--- config.mk ---
export PLATFORM = sky130hd
export DESIGN_NAME = kv_request_master
export DESIGN_NICKNAME = d
export VERILOG_FILES = /design/src/rtl/kv_pkg.sv /design/src/rtl/kv_timeout_ctr.sv /design/src/rtl/kv_request_master.sv
export SDC_FILE = /design/constraint.sdc
export NUM_CORES = 1
export LEC_CHECK = 0
export ABC_AREA = 1
export CAP_MARGIN = 0
export CORE_MARGIN = 3
export CORE_UTILIZATION = 30
export CTS_BUF_LIST = sky130_fd_sc_hd__clkbuf_8
export DETAILED_ROUTE_END_ITERATION = 8
export HOLD_SLACK_MARGIN = 0.03
export PLACE_DENSITY = 0.57
export SLEW_MARGIN = 30
export SYNTH_ARGS = -nofsm -noshare
export SYNTH_HDL_FRONTEND = slang
export SYNTH_HIERARCHICAL = 1
export SYNTH_SLANG_ARGS = --single-unit
--- constraint.sdc ---
create_clock -name clock -period 2.6 [get_ports clock]
set_input_delay 0.52 -clock clock [delete_from_list [all_inputs] [get_ports clock]]
set_output_delay 0.52 -clock clock [all_outputs]
set_load 0.02 [all_outputs]
--- src/rtl/kv_pkg.sv ---
// Shared encodings between the request master and the key-value store.
// Both sides import this so the op/status codes cannot drift apart.
package kv_pkg;

  localparam int KEY_BITS   = 32;
  localparam int TIMER_BITS = 16;
  localparam int RETRY_BITS = 4;

  typedef enum logic [1:0] {
    OP_SEARCH   = 2'd0,
    OP_INSERT   = 2'd1,
    OP_TRANSACT = 2'd2,
    OP_ILLEGAL  = 2'd3
  } kv_op_e;

  typedef enum logic [1:0] {
    STS_OK        = 2'd0,
    STS_NOT_FOUND = 2'd1,
    STS_TIMEOUT   = 2'd2,
    STS_BAD_OP    = 2'd3
  } kv_status_e;

  typedef enum logic [1:0] {
    S_IDLE  = 2'd0,
    S_ISSUE = 2'd1,
    S_GAP   = 2'd2,
    S_RESP  = 2'd3
  } kv_state_e;

endpackage

--- src/rtl/kv_timeout_ctr.sv ---
// Per-attempt timeout counter: counts while run is high, clears otherwise.
// expired is high on the LIMIT-th consecutive run cycle.
module kv_timeout_ctr
  import kv_pkg::*;
#(
  parameter int LIMIT = 64
) (
  input  logic clock,
  input  logic reset_n,
  input  logic run,
  output logic expired
);

  logic [TIMER_BITS-1:0] count;

  // NOTE: sequential state uses non-blocking assignments so every flop samples pre-edge values.
  always_ff @(posedge clock or negedge reset_n) begin
    if (!reset_n) begin
      count <= '0;
    end else if (run) begin
      count <= count + 16'd1;
    end else begin
      count <= '0;
    end
  end

  assign expired = run && (count == TIMER_BITS'(LIMIT - 1));

endmodule

--- src/rtl/kv_request_master.sv ---
// Initiator for the key-value store: takes host commands, drives req/ack
// with per-attempt timeout and bounded retry, returns one response each.
module kv_request_master
  import kv_pkg::*;
#(
  parameter int ADDR_BITS      = 9,
  parameter int TIMEOUT_CYCLES = 64,
  parameter int MAX_RETRY      = 2
) (
  input  logic                 clock,
  input  logic                 reset_n,
  input  logic                 cmd_valid,
  output logic                 cmd_ready,
  input  logic [1:0]           cmd_op,
  input  logic [31:0]          cmd_key,
  output logic                 rsp_valid,
  input  logic                 rsp_ready,
  output logic [1:0]           rsp_status,
  output logic [ADDR_BITS-1:0] rsp_addr,
  output logic                 kv_req,
  output logic [1:0]           kv_op,
  output logic [31:0]          kv_key,
  input  logic                 kv_ack,
  input  logic                 kv_found,
  input  logic [ADDR_BITS-1:0] kv_value_addr
);

  kv_state_e             state, state_nxt;
  logic [1:0]            op_q, op_nxt;
  logic [KEY_BITS-1:0]   key_q, key_nxt;
  logic [RETRY_BITS-1:0] attempt_q, attempt_nxt;
  logic [1:0]            status_q, status_nxt;
  logic [ADDR_BITS-1:0]  addr_q, addr_nxt;
  logic                  timer_expired;

  kv_timeout_ctr #(
    .LIMIT(TIMEOUT_CYCLES)
  ) u_timer (
    .clock  (clock),
    .reset_n(reset_n),
    .run    (state == S_ISSUE),
    .expired(timer_expired)
  );

  always_ff @(posedge clock or negedge reset_n) begin
    if (!reset_n) begin
      state     <= S_IDLE;
      op_q      <= '0;
      key_q     <= '0;
      attempt_q <= '0;
      status_q  <= '0;
      addr_q    <= '0;
    end else begin
      state     <= state_nxt;
      op_q      <= op_nxt;
      key_q     <= key_nxt;
      attempt_q <= attempt_nxt;
      status_q  <= status_nxt;
      addr_q    <= addr_nxt;
    end
  end

  always_comb begin
    // NOTE: every output of this block gets a default first so no path can infer a latch.
    state_nxt   = state;
    op_nxt      = op_q;
    key_nxt     = key_q;
    attempt_nxt = attempt_q;
    status_nxt  = status_q;
    addr_nxt    = addr_q;

    unique case (state)
      S_IDLE: begin
        if (cmd_valid) begin
          op_nxt      = cmd_op;
          key_nxt     = cmd_key;
          attempt_nxt = '0;
          if (cmd_op == OP_ILLEGAL) begin
            status_nxt = STS_BAD_OP;
            addr_nxt   = '0;
            state_nxt  = S_RESP;
          end else begin
            state_nxt  = S_ISSUE;
          end
        end
      end
      S_ISSUE: begin
        // Ack is checked before expiry so a same-cycle ack still completes the command.
        if (kv_ack) begin
          status_nxt = kv_found ? STS_OK : STS_NOT_FOUND;
          addr_nxt   = kv_found ? kv_value_addr : '0;
          state_nxt  = S_RESP;
        end else if (timer_expired) begin
          if (attempt_q < RETRY_BITS'(MAX_RETRY)) begin
            attempt_nxt = attempt_q + 4'd1;
            state_nxt   = S_GAP;
          end else begin
            status_nxt = STS_TIMEOUT;
            addr_nxt   = '0;
            state_nxt  = S_RESP;
          end
        end
      end
      S_GAP: begin
        state_nxt = S_ISSUE;
      end
      S_RESP: begin
        if (rsp_ready) begin
          state_nxt = S_IDLE;
        end
      end
      default: begin
        state_nxt = S_IDLE;
      end
    endcase
  end

  assign cmd_ready  = (state == S_IDLE);
  assign rsp_valid  = (state == S_RESP);
  assign kv_req     = (state == S_ISSUE);
  assign rsp_status = status_q;
  assign rsp_addr   = addr_q;
  assign kv_op      = op_q;
  assign kv_key     = key_q;

endmodule

**Routed clock nets over the placement**

Scale bar: 20 um.
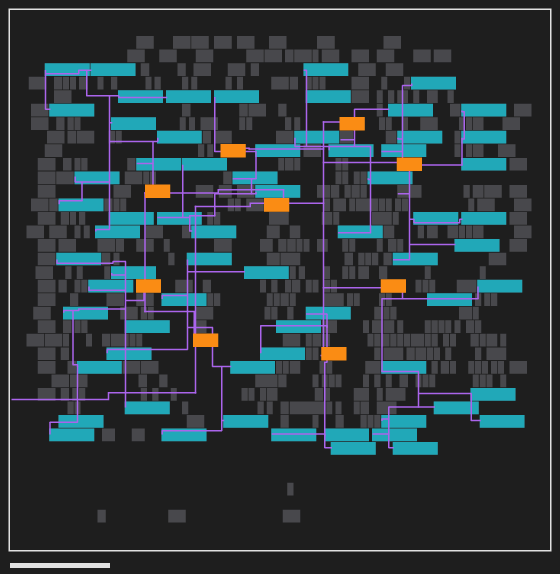
Orange shows cells driving clock nets, count 9. Cyan shows flip-flops, count 67. Purple shows clock wires, length 986 um.
There are 10 routed clock nets. Position of the flops: widely spread.
power share of the clock group: 0.168
clk_skew: 11.5 ps
Clock group: 794 uW
clk_lat worst skew: 350 ps

**Cell sizes after repair**

Scale bar: 20 um.
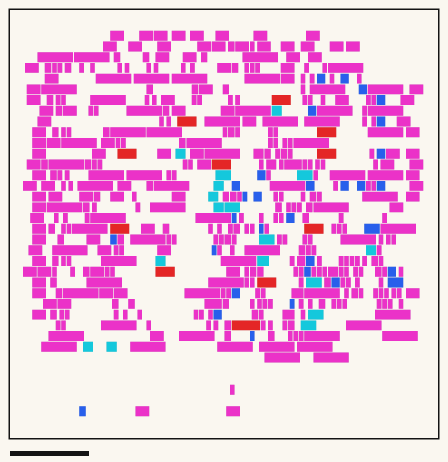
Cyan shows drive 3 to 4, cells 17. Red shows drive 6 and up, cells 11. Magenta shows drive 1 or less, cells 435. Blue shows drive 2, cells 31.
Final Cell Area: 0.00443 mm^2
Area Growth Syn to Fin: 40.5%

==> run summary <==
Chip width: 109 um
First-pass GRT wire length: 13,000 um
Chip area: 0.0118 mm^2
Internal power: 2770 uW
Max Cap Viol: 0
Commonest cells in the netlist: 147 x nand2_1, 67 x dfrtp_1, 42 x nand3_1
Top cells, area: dfrtp_1 53%, nand2_1 18%, nand3_1 6.7%
FF-to-FF Start: state[0]
Max_slew headroom: 0.665
Seq cells: 67
Setup bufs post-CTS: 0
Sequential power share: 0.355
Final Max Slew Viols: 0
Vias per cell: 4.41
Crit path launch: state[0]
Post-placement cell area: 0.00425 mm^2
FMAX: 444 MHz
Row count: 36
Max FO, Critical Path: 7
Tapcell count: 133
Dominant cell type by area after synthesis: dfrtp_1
Power density cells: 1070 mW/mm^2
Overall global routing resource usage: 0.144
Vias in the first global route: 2,716
Run status: complete, no violations
CTS root buf: clkbuf_8
Inverter count: 29
Mean cell area of the mapped netlist: 8.11 um^2
WP data arrival: 1730 ps
Final setup fails: 0
Max clock buf depth: 2
Switch Pwr: 1970 uW
Post-synth EDFFs: 0
Gate Area: 0.00130 mm^2
Synthesized cell area: 0.00315 mm^2
Period utilisation layout: 0.866
CORE AREA: 0.0100 mm^2
Port Buf Inserts: 96
Antenna violations before repair: 0
**Register map, names as in the netlist**

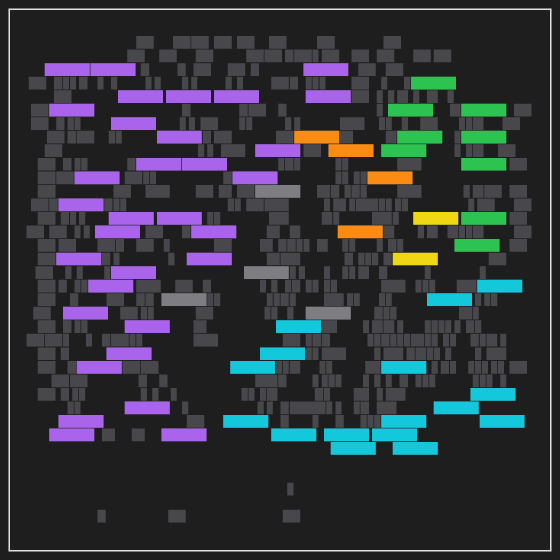
Green shows rsp_addr, flops 9, where north-east. Yellow shows rsp_status, flops 2. Orange shows attempt_q, flops 4. Cyan shows u_timer/count, flops 16. Purple shows kv_key, flops 32.
Another 4 sequential cells are not coloured.
Flop area: 0.00168 mm^2
total sequential power: 1680 uW
Final Util: 0.443
sequential share of cell area: 0.378

**M4 wires**

Supply wires on this layer in grey.
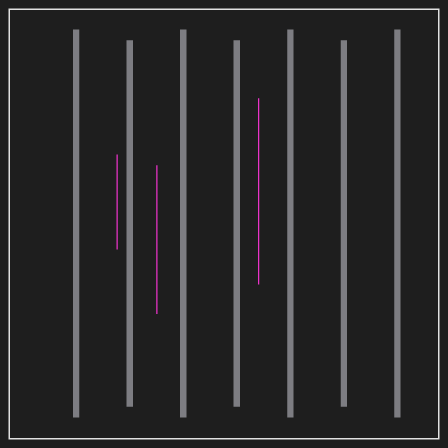
The layer carries 108 um of wire. The layer holds 1.3% of the routed length. The wires run mostly vertical.
routed vias: 2,766
Total Wirelength: 8080 um

==> critical path, cell delays in order, from the launching register on <==
cell	delay, ps
dfrtp_1	510
inv_2	80
nor2_4	170
clkdlybuf4s50_1	630
==> per-layer routing <==
| metal | global-route usage | wire (um) |
|---|---|---|
| met1 | 0.186 | 3660 |
| met2 | 0.217 | 3630 |
| met3 | 0.0597 | 673 |
| met4 | 0.0487 | 108 |
| met5 | 0 | 0 |
==> registers in the layout (all words and copies together), names as in the netlist <==
| register | flops |
|---|---|
| kv_key | 32 |
| u_timer/count | 16 |
| rsp_addr | 9 |
| attempt_q | 4 |
| kv_op | 2 |
| rsp_status | 2 |
| state | 2 |
==> power by group through the flow <==
stage / clock (uW) / combinational, uW / sequential, uW
4_1_cts: 822 / 2300 / 1680
3_5_place_dp: 0 / 2300 / 1690
5_1_grt: 859 / 2500 / 1730
6_report: 794 / 2260 / 1680
3_3_place_gp: 0 / 2270 / 1690
2_1_floorplan: 0 / 899 / 2060
==> path summary, 6_finish.rpt <==
kind                               end  slack (ps)  cells after the start
min in group clock          kv_key[27]         470                      2
min                         kv_key[19]         190                      2
max                             kv_req         350                      3
min reg2reg                 kv_key[27]         470                      2
max reg2reg                rsp_addr[1]         640                     11
max in group asynchronous    kv_key[0]        2000                      2
==> cells in the final DEF (no fill, tap or decap), types with 4 or more instances in the layout <==
cell type	Yosys	final
nand3_1	42	42
nor3_1	4	4
clkdlybuf4s50_1	0	95
clkbuf_8	0	10
nor2_1	37	37
nand2_1	147	147
nand2_2	15	15
inv_2	6	6
a21oi_1	8	8
nor2_4	4	4
nor2_2	4	4
inv_1	23	23
dfrtp_1	67	67
buf_4	1	6
No activity file was given, so power comes from the tool's default toggle rates.
